$ cat src/rtl/ram_arbiter_pkg.sv
`default_nettype none
// ============================================================================
//  Module      : ram_arbiter_pkg
//  Description : Shared types for the RAM arbiter. Holds the requester owner
//                encoding and the read-return tag carried through the
//                latency-matching pipeline.
//  Contents    : owner_e    - OWN_CPU = 0, OWN_LD = 1
//                rd_tag_t   - {valid, owner}
//                c_TAG_NONE - empty tag used for reset and write slots
//  Revision    : 1.0 - initial release
// ============================================================================
package ram_arbiter_pkg;

   typedef enum logic {
      OWN_CPU = 1'b0,
      OWN_LD  = 1'b1
   } owner_e;

   typedef struct packed {
      logic   valid;
      owner_e owner;
   } rd_tag_t;

   localparam rd_tag_t c_TAG_NONE = '{valid: 1'b0, owner: OWN_CPU};

endpackage
`default_nettype wire

$ cat src/rtl/ram_arbiter_rd_tag_pipe.sv
`default_nettype none
// ============================================================================
//  Module      : rd_tag_pipe
//  Description : RD_LAT-deep shift register of read owner tags. A tag pushed
//                in the grant cycle pops out in the cycle the RAM presents
//                the matching read data.
//  Ports       : clk, rst        - clock, synchronous active-high reset
//                push_valid_i    - an accepted read this cycle
//                push_owner_i    - owner of that read (0 CPU, 1 loader)
//                pop_valid_o     - tag at pipeline output is a read
//                pop_owner_o     - owner of the popped read
//                busy_o          - any read still in flight
//  Revision    : 1.0 - initial release
// ============================================================================
module rd_tag_pipe
   import ram_arbiter_pkg::*;
#(
   parameter int RD_LAT = 1
) (
   input  logic clk,
   input  logic rst,
   input  logic push_valid_i,
   input  logic push_owner_i,
   output logic pop_valid_o,
   output logic pop_owner_o,
   output logic busy_o
);

   rd_tag_t tag_q [RD_LAT];

   always_ff @(posedge clk) begin
      if (rst) begin
         for (int i = 0; i < RD_LAT; i++) begin
            tag_q[i] <= c_TAG_NONE;
         end
      end else begin
         tag_q[0] <= '{valid: push_valid_i, owner: owner_e'(push_owner_i)};
         for (int i = 1; i < RD_LAT; i++) begin
            tag_q[i] <= tag_q[i-1];
         end
      end
   end

   assign pop_valid_o = tag_q[RD_LAT-1].valid;
   assign pop_owner_o = tag_q[RD_LAT-1].owner;

   always_comb begin
      busy_o = 1'b0;
      for (int i = 0; i < RD_LAT; i++) begin
         busy_o = busy_o | tag_q[i].valid;
      end
   end

endmodule
`default_nettype wire

$ cat src/rtl/ram_arbiter.sv
`default_nettype none
// ============================================================================
//  Module      : ram_arbiter
//  Description : Shares a single-port RAM between the CPU and a program
//                loader/debug port. Round-robin arbitration with an optional
//                loader burst lock (bounded by MAX_LOCK), combinational grant,
//                and read data routed back through an owner tag pipeline.
//  Ports       : clk, rst                         - clock, sync reset (high)
//                cpu_req/we/addr/wdata -> cpu_gnt - CPU request side
//                cpu_rvalid, cpu_rdata            - CPU read return
//                ld_req/we/addr/wdata/lock        - loader request side
//                ld_gnt, ld_rvalid, ld_rdata      - loader grant / return
//                ram_addr/data/rden/wren, ram_q   - RAM interface
//                busy                             - reads in flight
//  Revision    : 1.0 - initial release
// ============================================================================
module ram_arbiter
   import ram_arbiter_pkg::*;
#(
   parameter int AW       = 8,
   parameter int DW       = 8,
   parameter int RD_LAT   = 1,
   parameter int MAX_LOCK = 16
) (
   input  logic          clk,
   input  logic          rst,
   input  logic          cpu_req,
   input  logic          cpu_we,
   input  logic [AW-1:0] cpu_addr,
   input  logic [DW-1:0] cpu_wdata,
   output logic          cpu_gnt,
   output logic          cpu_rvalid,
   output logic [DW-1:0] cpu_rdata,
   input  logic          ld_req,
   input  logic          ld_we,
   input  logic [AW-1:0] ld_addr,
   input  logic [DW-1:0] ld_wdata,
   input  logic          ld_lock,
   output logic          ld_gnt,
   output logic          ld_rvalid,
   output logic [DW-1:0] ld_rdata,
   output logic [AW-1:0] ram_addr,
   output logic [DW-1:0] ram_data,
   output logic          ram_rden,
   output logic          ram_wren,
   input  logic [DW-1:0] ram_q,
   output logic          busy
);

   localparam int                c_CW       = $clog2(MAX_LOCK + 1);
   localparam logic [c_CW-1:0]   c_MAX_LOCK = c_CW'(MAX_LOCK);
   localparam logic [c_CW-1:0]   c_CNT_ONE  = c_CW'(1);

   localparam logic [0:0] c_UNLOCKED = 1'b0;
   localparam logic [0:0] c_LOCKED   = 1'b1;

   logic [0:0]      state_q, state_d;
   owner_e          prio_q, prio_d;
   logic [c_CW-1:0] lock_cnt_q, lock_cnt_d;
   logic            lock_hold;

   logic            pop_valid;
   logic            pop_owner;
   logic [DW-1:0]   cpu_rdata_q;
   logic [DW-1:0]   ld_rdata_q;

   // ------------------------------------------------------------------------
   // Grant. The lock overrides round-robin only while the burst count is
   // below MAX_LOCK; reset forces both grants low so the RAM sees no access
   // in the reset cycle.
   // ------------------------------------------------------------------------
   assign lock_hold = (state_q == c_LOCKED) && (lock_cnt_q < c_MAX_LOCK);

   always_comb begin
      cpu_gnt = 1'b0;
      ld_gnt  = 1'b0;
      if (!rst) begin
         if (ld_req && lock_hold) begin
            ld_gnt = 1'b1;
         end else if (cpu_req && ld_req) begin
            if (prio_q == OWN_LD) begin
               ld_gnt = 1'b1;
            end else begin
               cpu_gnt = 1'b1;
            end
         end else if (cpu_req) begin
            cpu_gnt = 1'b1;
         end else if (ld_req) begin
            ld_gnt = 1'b1;
         end
      end
   end

   // ------------------------------------------------------------------------
   // RAM command mux; idle bus drives zeros.
   // ------------------------------------------------------------------------
   always_comb begin
      ram_addr = '0;
      ram_data = '0;
      ram_rden = 1'b0;
      ram_wren = 1'b0;
      if (cpu_gnt) begin
         ram_addr = cpu_addr;
         ram_data = cpu_wdata;
         ram_rden = !cpu_we;
         ram_wren = cpu_we;
      end else if (ld_gnt) begin
         ram_addr = ld_addr;
         ram_data = ld_wdata;
         ram_rden = !ld_we;
         ram_wren = ld_we;
      end
   end

   // ------------------------------------------------------------------------
   // Priority and lock state.
   // ------------------------------------------------------------------------
   always_comb begin
      prio_d     = prio_q;
      state_d    = state_q;
      lock_cnt_d = lock_cnt_q;

      if (cpu_gnt) begin
         prio_d = OWN_LD;
      end else if (ld_gnt) begin
         prio_d = OWN_CPU;
      end

      case (state_q)
         c_UNLOCKED: begin
            if (ld_gnt && ld_lock) begin
               state_d    = c_LOCKED;
               lock_cnt_d = c_CNT_ONE;
            end
         end
         c_LOCKED: begin
            // A loader that idles for a cycle or drops ld_lock ends the
            // burst; its final transfer (if any) is still granted.
            if (!ld_req || !ld_lock) begin
               state_d    = c_UNLOCKED;
               lock_cnt_d = '0;
            end else if (ld_gnt) begin
               lock_cnt_d = lock_cnt_q + c_CNT_ONE;
            end
         end
         default: begin
            state_d    = c_UNLOCKED;
            lock_cnt_d = '0;
         end
      endcase

      // Burst limit reached: hand the next turn to the CPU.
      if ((state_d == c_LOCKED) && (lock_cnt_d >= c_MAX_LOCK)) begin
         state_d    = c_UNLOCKED;
         lock_cnt_d = '0;
         prio_d     = OWN_CPU;
      end
   end

   always_ff @(posedge clk) begin
      if (rst) begin
         state_q    <= c_UNLOCKED;
         prio_q     <= OWN_CPU;
         lock_cnt_q <= '0;
      end else begin
         state_q    <= state_d;
         prio_q     <= prio_d;
         lock_cnt_q <= lock_cnt_d;
      end
   end

   // ------------------------------------------------------------------------
   // Read return. Tags are pushed with the grant and pop in step with ram_q.
   // ------------------------------------------------------------------------
   rd_tag_pipe #(
      .RD_LAT (RD_LAT)
   ) u_rd_tag_pipe (
      .clk          (clk),
      .rst          (rst),
      .push_valid_i (ram_rden),
      .push_owner_i (ld_gnt),
      .pop_valid_o  (pop_valid),
      .pop_owner_o  (pop_owner),
      .busy_o       (busy)
   );

   // Gating with rst discards reads caught in flight by a reset.
   assign cpu_rvalid = !rst && pop_valid && (pop_owner == OWN_CPU);
   assign ld_rvalid  = !rst && pop_valid && (pop_owner == OWN_LD);

   // Returning side sees ram_q directly; the other side holds its last word.
   assign cpu_rdata = cpu_rvalid ? ram_q : cpu_rdata_q;
   assign ld_rdata  = ld_rvalid  ? ram_q : ld_rdata_q;

   always_ff @(posedge clk) begin
      if (rst) begin
         cpu_rdata_q <= '0;
         ld_rdata_q  <= '0;
      end else begin
         if (cpu_rvalid) begin
            cpu_rdata_q <= ram_q;
         end
         if (ld_rvalid) begin
            ld_rdata_q <= ram_q;
         end
      end
   end

endmodule
`default_nettype wire

$ cat config.mk
export PLATFORM = sky130hd
export DESIGN_NAME = ram_arbiter
export DESIGN_NICKNAME = d
export VERILOG_FILES = /design/src/rtl/ram_arbiter_pkg.sv /design/src/rtl/ram_arbiter_rd_tag_pipe.sv /design/src/rtl/ram_arbiter.sv
export SDC_FILE = /design/constraint.sdc
export NUM_CORES = 1
export LEC_CHECK = 0
export CORE_UTILIZATION = 30
export CTS_CLUSTER_DIAMETER = 40
export DETAILED_ROUTE_END_ITERATION = 12
export PLACE_DENSITY = 0.72
export SLEW_MARGIN = 25
export SYNTH_ARGS = -nofsm -noshare
export SYNTH_HDL_FRONTEND = slang
export SYNTH_SLANG_ARGS = --single-unit
$ cat constraint.sdc
create_clock -name clk -period 1.25 [get_ports clk]
set_input_delay 0.125 -clock clk [delete_from_list [all_inputs] [get_ports clk]]
set_output_delay 0.125 -clock clk [all_outputs]
set_load 0.01 [all_outputs]
m1.png
Scale bar: 20 µm. Supply wires on this layer in grey.
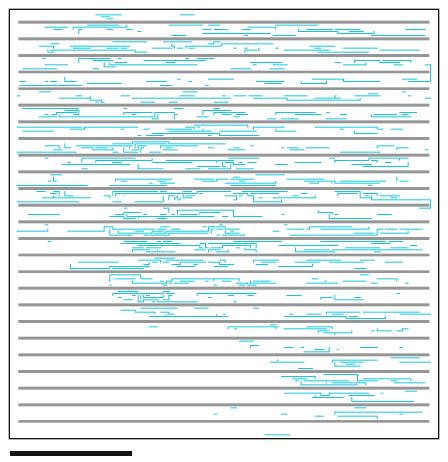
share of all routed wire: 40%
nets with wire on the layer: 281
wire length on this layer: 1950 µm
main direction: horizontal
longest straight run: 16.1 µm
Vias: 1570
WL final: 4828 µm
met1 layer usage reported by global route: 0.2196

m2.png
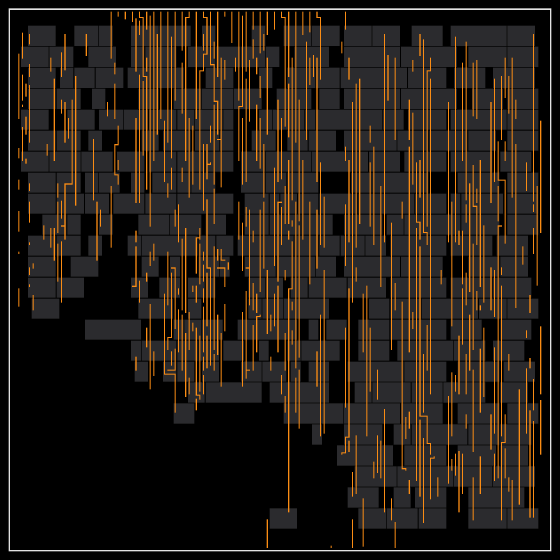
wire length on this layer: 2680 µm
main direction: vertical

m3.png
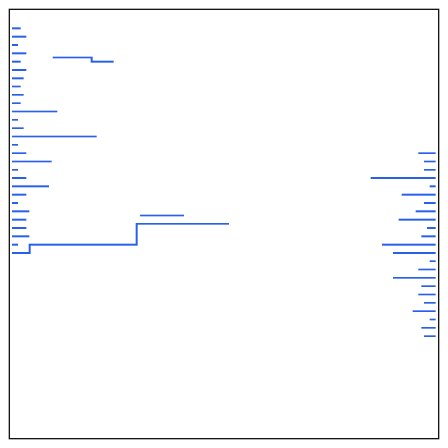
wire length on this layer: 200 µm
main direction: horizontal

==> results.py <==
# Metrics from the implementation run
metrics = {
    "layout": {
        "layout-area-overhead-vs-synth_pct": 115.2,
        "non_clock_buffering_overhead_in_the_final_layout": 0.4425,
        "n_sequential_cell": 25,
    },
    "setup_path": {
        "worst-path-stages": 5,
        "startpoint_of_the_worst_slack_reg_to_reg_timing_path": "state_q$_SDFF_PP0_",
        "data_required_time_of_the_critical_path_ps": 1120,
    },
    "route": {
        "wire_per_inst_um": 14.95,
        "first_drt_iteration_drcs": 42,
        "postRouteAntennaNets": 0,
        "drt_drc_violations_left": 0,
    },
    "synth": {
        "common_cells": "dfxtp_1, a22o_1, nor2b_1, mux2_2, nand2_1",
        "simple_gate_share": 0.2193,
        "synth_xor_xnor_area_share": 0,
        "synth.mux.area_fraction": 0.1435,
    },
    "floorplan": {
        "taps": 52,
        "io_pins": 86,
    },
    "placement": {
        "dpl-instance-area_um2": 2436,
    },
    "status": {
        "violated_checks": "negative setup slack",
        "status": "finished with violations",
    },
    "final_timing": {
        "setup_viol_count_final": 59,
        "finalWorstSetupSlack_ps": -423.2,
    },
    "power_and_ir_drop": {
        "p_sw_frac": 0.2599,
    },
    "clocking": {
        "post_cts_resized": 221,
    },
}
## layout by cell type, fill, tap and decap left out, types with 3 or more instances in the layout
cell type         n
nand4_1           4
buf_2            17
nor2b_1           6
dfxtp_1          21
inv_6             3
clkdlybuf4s50_1  45
mux2_4           16
nand3_1           4
clkbuf_8          3
nand2_1           6
buf_6            48
a31oi_1           4
buf_4            22
a22o_1           17
nand3b_4          3
buf_12            3
nor2b_4          13
## metrics by stage
step                power [mW]  std cells
floorplan                1.061        133
global placement         1.382        281
detailed placement       1.385        281
CTS                      1.962        319
global route             2.071        323
finish                   1.981        323
## metal layers
metal,up-vias,GRT usage
li1,764,-
met4,0,0.03556
met2,55,0.3622
met1,751,0.2196
met5,-,0
met3,0,0.03030
Power is estimated from default activity; no workload was simulated.
